--- src/rtl/quad_decoder_if.sv ---
// ----------------------------------------------------------------------------
// quad_decoder_if
//   Bundles the quadrature pins, the clear controls and the decoded outputs of
//   quad_decoder into one port.
//   master : drives enc_a/enc_b/clr/err_clr, observes position/dir/step/err
//   slave  : the decoder side (inputs/outputs mirrored)
// ----------------------------------------------------------------------------
interface quad_decoder_if #(
    parameter int unsigned WIDTH = 16
);
    logic             enc_a;     // phase A, asynchronous to clk
    logic             enc_b;     // phase B, asynchronous to clk
    logic             clr;       // synchronous clear of position (level)
    logic             err_clr;   // synchronous clear of sticky err
    logic [WIDTH-1:0] position;  // up/down count, wraps modulo 2^WIDTH
    logic             dir;       // direction of last legal step, 1 = up
    logic             step;      // one-cycle pulse per legal step
    logic             err;       // sticky illegal-transition flag

    modport master (
        output enc_a,
        output enc_b,
        output clr,
        output err_clr,
        input  position,
        input  dir,
        input  step,
        input  err
    );

    modport slave (
        input  enc_a,
        input  enc_b,
        input  clr,
        input  err_clr,
        output position,
        output dir,
        output step,
        output err
    );
endinterface

--- src/rtl/quad_decoder.sv ---
// ----------------------------------------------------------------------------
// quad_decoder
//   Receive-side decoder for a 2-phase quadrature (Gray-code) pin pair.
//   Pins are synchronised, jointly glitch-filtered, then each accepted
//   transition is decoded into an up/down step of a wrapping position count.
//   Double transitions (both pins flipping at once) set a sticky error.
//
//   Ports:
//     clk  - single clock, all logic on posedge
//     rst  - asynchronous active-high reset
//     bus  - quad_decoder_if.slave: enc_a, enc_b, clr, err_clr in;
//            position, dir, step, err out
//
//   Pipeline (defaults): pin sampled at edge 0, synced pair at edge 1,
//   filter accepts at edge 4, position/dir/step/err update at edge 5.
// ----------------------------------------------------------------------------
module quad_decoder #(
    parameter int unsigned WIDTH       = 16,
    parameter int unsigned SYNC_STAGES = 2,
    parameter int unsigned FILT_LEN    = 3
) (
    input logic           clk,
    input logic           rst,
    quad_decoder_if.slave bus
);

    localparam int unsigned CntW = $clog2(FILT_LEN + 1);
    localparam logic [CntW-1:0] CntOne = CntW'(1);
    localparam logic [CntW-1:0] CntMax = CntW'(FILT_LEN);

    // Synchroniser chains; the last stage is the synced value.
    logic [SYNC_STAGES-1:0] sync_a_q;
    logic [SYNC_STAGES-1:0] sync_b_q;
    logic [1:0]             s;          // {a, b} after synchronisation

    // Filter state
    logic [1:0]      s_prev_q;          // synced pair one cycle ago
    logic [1:0]      filt_q, filt_d;    // accepted {a, b}
    logic [CntW-1:0] cnt_q, cnt_d;      // cycles s has been stable and != filt
    logic [CntW-1:0] stable;
    logic            accept;
    logic            primed_q, primed_d;

    // Decoded transition, one cycle pulses feeding the output stage
    logic up_q, up_d;
    logic dn_q, dn_d;
    logic ill_q, ill_d;

    // Output registers
    logic [WIDTH-1:0] position_q, position_d;
    logic             dir_q, dir_d;
    logic             step_q, step_d;
    logic             err_q, err_d;

    // Gray phase index: 00 -> 0, 10 -> 1, 11 -> 2, 01 -> 3 (counting up).
    function automatic logic [1:0] phase_of(input logic [1:0] ab);
        logic [1:0] ph;
        ph = 2'd0;
        case (ab)
            2'b00:   ph = 2'd0;
            2'b10:   ph = 2'd1;
            2'b11:   ph = 2'd2;
            default: ph = 2'd3;
        endcase
        return ph;
    endfunction

    assign s = {sync_a_q[SYNC_STAGES-1], sync_b_q[SYNC_STAGES-1]};

    // Filter and decode next-state
    always_comb begin
        logic [1:0] delta;

        // Stability count including the current cycle, saturating at FILT_LEN.
        if (s != s_prev_q) begin
            stable = CntOne;
        end else if (cnt_q >= CntMax) begin
            stable = CntMax;
        end else begin
            stable = cnt_q + CntOne;
        end

        accept   = (s != filt_q) && (stable >= CntMax);
        cnt_d    = ((s == filt_q) || accept) ? '0 : stable;
        filt_d   = accept ? s : filt_q;
        primed_d = primed_q | accept;

        // The priming acceptance only loads filt; it never decodes.
        delta = phase_of(s) - phase_of(filt_q);
        up_d  = accept && primed_q && (delta == 2'd1);
        dn_d  = accept && primed_q && (delta == 2'd3);
        ill_d = accept && primed_q && (delta == 2'd2);
    end

    // Output stage next-state
    always_comb begin
        position_d = position_q;
        if (up_q) begin
            position_d = position_q + WIDTH'(1);
        end else if (dn_q) begin
            position_d = position_q - WIDTH'(1);
        end
        // Clear overrides a coincident step; dir/step still follow the step.
        if (bus.clr) begin
            position_d = '0;
        end

        if (up_q) begin
            dir_d = 1'b1;
        end else if (dn_q) begin
            dir_d = 1'b0;
        end else begin
            dir_d = dir_q;
        end

        step_d = up_q | dn_q;

        // Setting wins over a same-edge clear.
        if (ill_q) begin
            err_d = 1'b1;
        end else if (bus.err_clr) begin
            err_d = 1'b0;
        end else begin
            err_d = err_q;
        end
    end

    always_ff @(posedge clk or posedge rst) begin
        if (rst) begin
            sync_a_q   <= '0;
            sync_b_q   <= '0;
            s_prev_q   <= 2'b00;
            filt_q     <= 2'b00;
            cnt_q      <= '0;
            primed_q   <= 1'b0;
            up_q       <= 1'b0;
            dn_q       <= 1'b0;
            ill_q      <= 1'b0;
            position_q <= '0;
            dir_q      <= 1'b1;
            step_q     <= 1'b0;
            err_q      <= 1'b0;
        end else begin
            sync_a_q   <= {sync_a_q[SYNC_STAGES-2:0], bus.enc_a};
            sync_b_q   <= {sync_b_q[SYNC_STAGES-2:0], bus.enc_b};
            s_prev_q   <= s;
            filt_q     <= filt_d;
            cnt_q      <= cnt_d;
            primed_q   <= primed_d;
            up_q       <= up_d;
            dn_q       <= dn_d;
            ill_q      <= ill_d;
            position_q <= position_d;
            dir_q      <= dir_d;
            step_q     <= step_d;
            err_q      <= err_d;
        end
    end

    assign bus.position = position_q;
    assign bus.dir      = dir_q;
    assign bus.step     = step_q;
    assign bus.err      = err_q;

endmodule

--- src/flat_wrapper.sv ---
// flat-port wrapper written by rule: the top's interface ports become plain ports
module quad_decoder_flat 
#(
    parameter int unsigned WIDTH       = 16,
    parameter int unsigned SYNC_STAGES = 2,
    parameter int unsigned FILT_LEN    = 3
)
  (clk, rst, bus_enc_a, bus_enc_b, bus_clr, bus_err_clr, bus_position, bus_dir, bus_step, bus_err);
  quad_decoder_if #(.WIDTH(WIDTH)) bus_i ();
  input logic clk;
  input logic rst;
  input wire logic [$bits(bus_i.enc_a)-1:0] bus_enc_a;
  input wire logic [$bits(bus_i.enc_b)-1:0] bus_enc_b;
  input wire logic [$bits(bus_i.clr)-1:0] bus_clr;
  input wire logic [$bits(bus_i.err_clr)-1:0] bus_err_clr;
  output wire logic [$bits(bus_i.position)-1:0] bus_position;
  output wire logic [$bits(bus_i.dir)-1:0] bus_dir;
  output wire logic [$bits(bus_i.step)-1:0] bus_step;
  output wire logic [$bits(bus_i.err)-1:0] bus_err;
  assign bus_i.enc_a = bus_enc_a;
  assign bus_i.enc_b = bus_enc_b;
  assign bus_i.clr = bus_clr;
  assign bus_i.err_clr = bus_err_clr;
  assign bus_position = bus_i.position;
  assign bus_dir = bus_i.dir;
  assign bus_step = bus_i.step;
  assign bus_err = bus_i.err;
  quad_decoder #(.WIDTH(WIDTH), .SYNC_STAGES(SYNC_STAGES), .FILT_LEN(FILT_LEN)) u_core (.clk(clk), .rst(rst), .bus(bus_i));
endmodule
--- config.mk ---
export PLATFORM = sky130hd
export DESIGN_NAME = quad_decoder_flat
export DESIGN_NICKNAME = d
export VERILOG_FILES = /design/src/rtl/quad_decoder_if.sv /design/src/rtl/quad_decoder.sv /design/src/flat_wrapper.sv
export SDC_FILE = /design/constraint.sdc
export NUM_CORES = 1
export LEC_CHECK = 0
export ABC_AREA = 1
export CORE_ASPECT_RATIO = 0.9
export CORE_MARGIN = 2
export CORE_UTILIZATION = 55
export DETAILED_ROUTE_END_ITERATION = 10
export GPL_TIMING_DRIVEN = 0
export PLACE_DENSITY = 0.78
export SKIP_CTS_REPAIR_TIMING = 1
export SLEW_MARGIN = 40
export SYNTH_ARGS = -nofsm -noshare
export SYNTH_HDL_FRONTEND = slang
export SYNTH_SLANG_ARGS = --single-unit
--- constraint.sdc ---
create_clock -name clk -period 3.9 [get_ports clk]
set_input_delay 1.17 -clock clk [delete_from_list [all_inputs] [get_ports clk]]
set_output_delay 1.17 -clock clk [all_outputs]
set_load 0.01 [all_outputs]
==> run_1/congestion.png <==
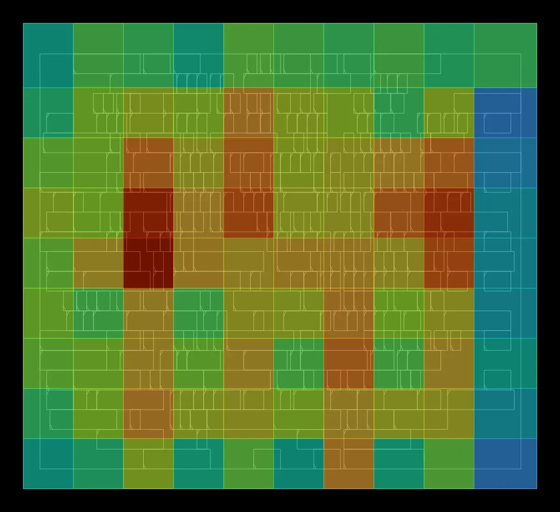
GR Util met3: 3.79%
Top Usage Layer GRT: met2

==> run_1/layer_met1.png <==
Supply wires on this layer in grey. Cells faint in the background.
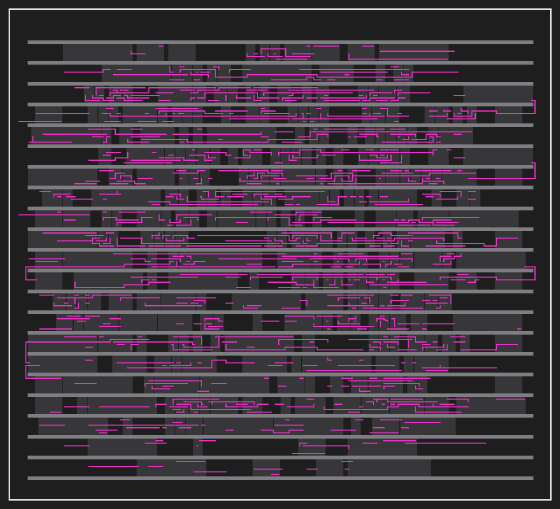
- longest straight run: 24.4 µm
- share of all routed wire: 49%
DR vias: 1901
routed wire length: 4.43 mm
M1 GR Usage: 28.1%

==> results.sh, run 1 <==
# implementation run metrics
export IMPL_cts_root_buffer="clkbuf_8"
export IMPL_yosys_area_mm2=0.00220
export IMPL_tightest_slew_ns=0.685
export IMPL_numCtsBuffers=5
export IMPL_cts_clk_slew_worst_paths_ns=0.08
export IMPL_warnings=28
export IMPL_htreeDepth=2
export IMPL_fin_crit_ns=2.55
export IMPL_crit_family="flip-flops"
export IMPL_hold_violations=0
export IMPL_ys_types=36
export IMPL_drive_above_1_share_pct=6.97
export IMPL_finalCritPeriodShare_pct=65.3
export IMPL_p_per_area_mw_per_mm2=490
export IMPL_power_leakage_nw=1.45
export IMPL_clk_latency_ns=0.29
export IMPL_avgRoutedWirePerCell_um=11.8
export IMPL_drc=0
export IMPL_crit_cells=1
export IMPL_hold_end="u_core.sync_b_q[1]"
export IMPL_placed_cells=368
export IMPL_ys_top_cells_by_count="nand2_1 (110), inv_1 (49), dfrtp_1 (32)"
export IMPL_drt_initial_drc_count=149
export IMPL_crit_chain="clkdlybuf4s50_1"
export IMPL_synthSimpleGateAreaFrac_pct=31.9
export IMPL_gp_congestion=0.854
export IMPL_antenna_left=0
export IMPL_top_area_cell="dfrtp_1"
export IMPL_mux_share_pct=0
export IMPL_cpMaxStageDelayCell="dfstp_2"
export IMPL_slew_limit_headroom_pct=54.3
export IMPL_run_status="finished, final reports clean"
export IMPL_hold_depth=0
export IMPL_clock_sinks=33
export IMPL_grt_first_pass_wirelength_mm=7.57
export IMPL_grt_use_total_pct=21.2
export IMPL_r2r_slack_ns=1.75
export IMPL_ys_sh_xor_pct=2.67
export IMPL_vias_per_cell=5.06
export IMPL_yosys_warnings=0
export IMPL_critPathLaunch="u_core.bus.dir"
export IMPL_synth_nets=324
==> run_1/io_fan.png <==
Bar = 20 µm.
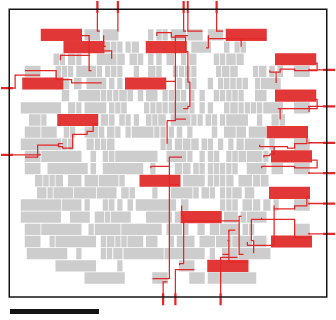
- `bus_position`: red (bits 16; direction output; edge 6 right, 5 top, 3 bottom, 2 left; end cells 16; wire 447 µm)
IO buf count: 24
I/O pin cnt: 25

==> run_1/flops_by_reg.png <==
Other sequential cells in the stronger grey, the rest of the logic in the fainter grey.
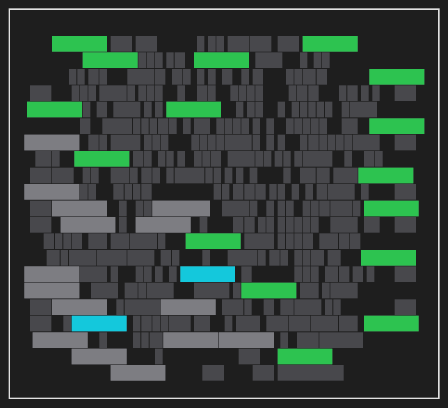
- `u_core.filt_q`: cyan (placed flops 2)
- `u_core.bus.position`: green (placed flops 16; where widely spread)
Finished Core Util: 69.3%
register area: 827 µm²

run 1: area by class of cell:
cell class	instances	area, µm²	area share, %
Clock inverter	2	37.5	1.43
Tap cell	46	57.6	2.19
Buffer	2	25.0	0.954
Multi-Input combinational cell	214	1170	44.6
Sequential cell	33	827	31.5
Timing Repair Buffer	24	240	9.16
Inverter	49	184	7.01
Clock buffer	6	82.6	3.15
run 1: metal layers:
layer,vias up,part of all wire (%),GRT usage [%]
li1,995,-,-
met1,856,49,28.1
met2,46,45,35.9
met3,4,4.8,3.79
met4,0,0.72,5.66
met5,-,0,0
run 1: flip-flops by register name, summed over array words and instances (netlist names), 2 cells and up:
name	count
u_core.bus.position	16
u_core.s_prev_q	2
u_core.filt_q	2
u_core.sync_b_q	2
u_core.cnt_q	2
u_core.sync_a_q	2
run 1: metrics by stage:
| stage | power, mW | cell area [µm²] |
|---|---|---|
| 2_1_floorplan | 0.812 | 2200 |
| 3_3_place_gp | 0.917 | 2500 |
| 3_5_place_dp | 0.938 | 2500 |
| 4_1_cts | 1.29 | 2620 |
| 5_1_grt | 1.38 | 2620 |
| 6_report | 1.28 | 2620 |
run 1: layout by cell type (no fill, tap or decap), drive strengths merged, types with 2 or more instances in the layout:
cell type        n
a21oi           10
clkbuf           7
o21ai            9
nand2          111
ha              19
clkdlybuf4s50   24
inv             49
or2              5
dfrtp           32
and2             2
nor3             6
nor2            18
nand3           18
xnor2            4
nand3b           2
run 1: where the power goes:
group / leakage (nW) / switching [mW] / internal (mW)
combinational: 0.956 / 0.307 / 0.206
sequential: 0.433 / 0.0362 / 0.389
clock: 0.0574 / 0.139 / 0.208
total: 1.45 / 0.482 / 0.802
==> run_1/layer_met2.png <==
Cells faint in the background.
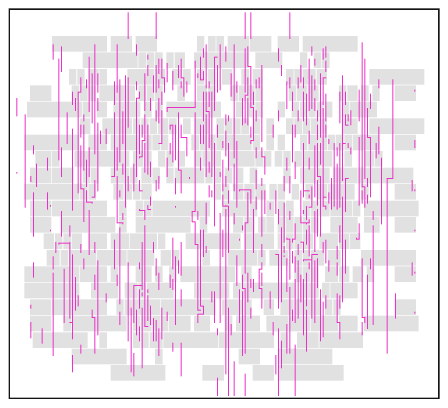

==> run 2, diff against run 1 <==
--- a/config.mk
+++ b/config.mk
@@ -8,10 +8,10 @@
 export ABC_AREA = 1
 export CORE_ASPECT_RATIO = 0.9
 export CORE_MARGIN = 2
-export CORE_UTILIZATION = 55
+export CORE_UTILIZATION = 51
 export DETAILED_ROUTE_END_ITERATION = 10
 export GPL_TIMING_DRIVEN = 0
-export PLACE_DENSITY = 0.78
+export PLACE_DENSITY = 0.76
 export SKIP_CTS_REPAIR_TIMING = 1
 export SLEW_MARGIN = 40
 export SYNTH_ARGS = -nofsm -noshare
==> constraint.sdc (replaced) <==
create_clock -name clk -period 2.15 [get_ports clk]
set_input_delay 0.645 -clock clk [delete_from_list [all_inputs] [get_ports clk]]
set_output_delay 0.645 -clock clk [all_outputs]
set_load 0.01 [all_outputs]
==> run_2/layer_met2.png <==
Cells faint in the background.
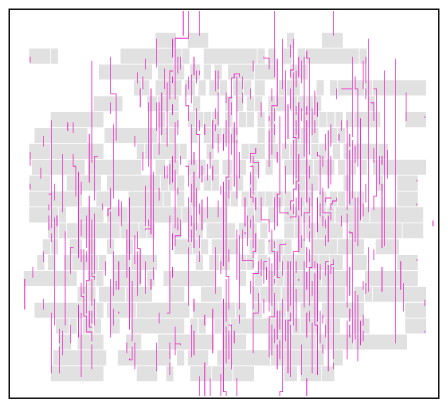
- longest straight run: 48.6 µm
- wire length on this layer: 2180 µm
- share of all routed wire: 48%
routed wire length: 4.54 mm
DR vias: 1896
GR Util met2: 35.5%

==> run_2/flops_by_reg.png <==
Other sequential cells in the stronger grey, the rest of the logic in the fainter grey.
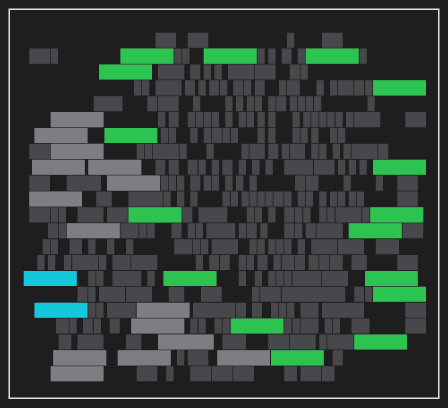
- `u_core.bus.position`: green (placed flops 16; where widely spread)
- `u_core.filt_q`: cyan (placed flops 2)
- not coloured: 15
Finished Core Util: 64.2%
Seq area share: 31.2%
Sequential Power: 0.768 mW

==> run_2/congestion.png <==
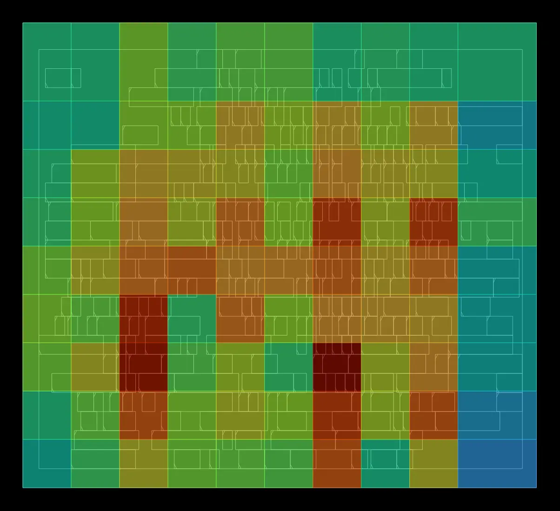
GR Util met3: 4.57%
wire length per cell: 12.0 µm

==> run 2 against run 1 <==
- wire length grew 2.5%
- die area up 7.4%
- synthesized cell count is the same
- total power is 81% higher
- largest power group unchanged
==> results.sh, run 2 <==
# implementation run metrics
export IMPL_top_area_cell="dfrtp_1"
export IMPL_warnings=28
export IMPL_power_group_top="combinational cells"
export IMPL_ys_types=36
export IMPL_cts_clk_slew_worst_paths_ns=0.07
export IMPL_switching_share_pct=37.4
export IMPL_drt_initial_drc_count=210
export IMPL_p_switching_mw=0.871
export IMPL_clock_sinks=33
export IMPL_powerComb_mw=0.936
export IMPL_p_per_area_mw_per_mm2=880
export IMPL_gp_congestion=0.843
export IMPL_crit_chain="clkdlybuf4s50_1"
export IMPL_yosys_warnings=0
export IMPL_combGateArea_mm2=0.00117
export IMPL_lay_top_count="nand2_1"
export IMPL_run_status="finished, final reports clean"
export IMPL_grt_use_total_pct=21.5
export IMPL_htreeDepth=2
export IMPL_antenna_left=0
-- run 2: cell counts after synthesis --
Identical to the previous run, type by type.
-- run 2: logic make-up (layout without fill, tap and decap cells) --
kind of cell / count (synthesis) / count (layout) / share of synthesized area (%)
simple gates: 164 / 164 / 31.9
buf+inv: 51 / 84 / 9.48
flops: 33 / 33 / 37.5
compound gates: 25 / 25 / 6.75
fa+ha+maj: 20 / 20 / 11.7
xor+xnor: 5 / 5 / 2.67
-- run 2: per-stage QoR --
| step | hold WS, ns | setup TNS [ns] |
|---|---|---|
| 6_report | 0.350 | 0 |
| 5_1_grt | 0.360 | 0 |
| 4_1_cts | 0.352 | 0 |
| 3_5_place_dp | 0.336 | 0 |
| 3_3_place_gp | 0.332 | -0.650 |
| 2_1_floorplan | 0.331 | 0 |
-- run 2: worst paths after layout --
| path | slack [ns] | to | from | depth (start not counted) |
|---|---|---|---|---|
| setup / recovery | 0.16 | bus_dir | u_core.bus.dir | 1 |
| hold / removal | 0.35 | u_core.sync_b_q[1] | u_core.sync_b_q[0] | 0 |
| setup reg to reg | 0.20 | u_core.bus.position[14] | u_core.up_q | 10 |
| hold reg to reg | 0.35 | u_core.sync_b_q[1] | u_core.sync_b_q[0] | 0 |
| max in group asynchronous | 0.94 | u_core.bus.position[2] | rst | 2 |
| min in group asynchronous | 0.76 | u_core.bus.position[12] | rst | 2 |
-- run 2: routing by layer --
metal | vias up | share of wire (%)
li1 | 995 | -
met2 | 27 | 48
met4 | 0 | 2.2
met3 | 10 | 2.7
met5 | - | 0
met1 | 864 | 47
-- run 2: layout make-up --
cell class                 instances  share of cell area [%]
clock inverter                     2                    1.42
buffer                             2                   0.945
sequential                        33                    31.2
timing repair buffer              25                    9.83
inverter                          49                    7.09
clock buffer                       6                    3.12
multi-input combinational        214                    44.1
tap                               48                    2.27
No activity file was given, so power comes from the tool's default toggle rates.
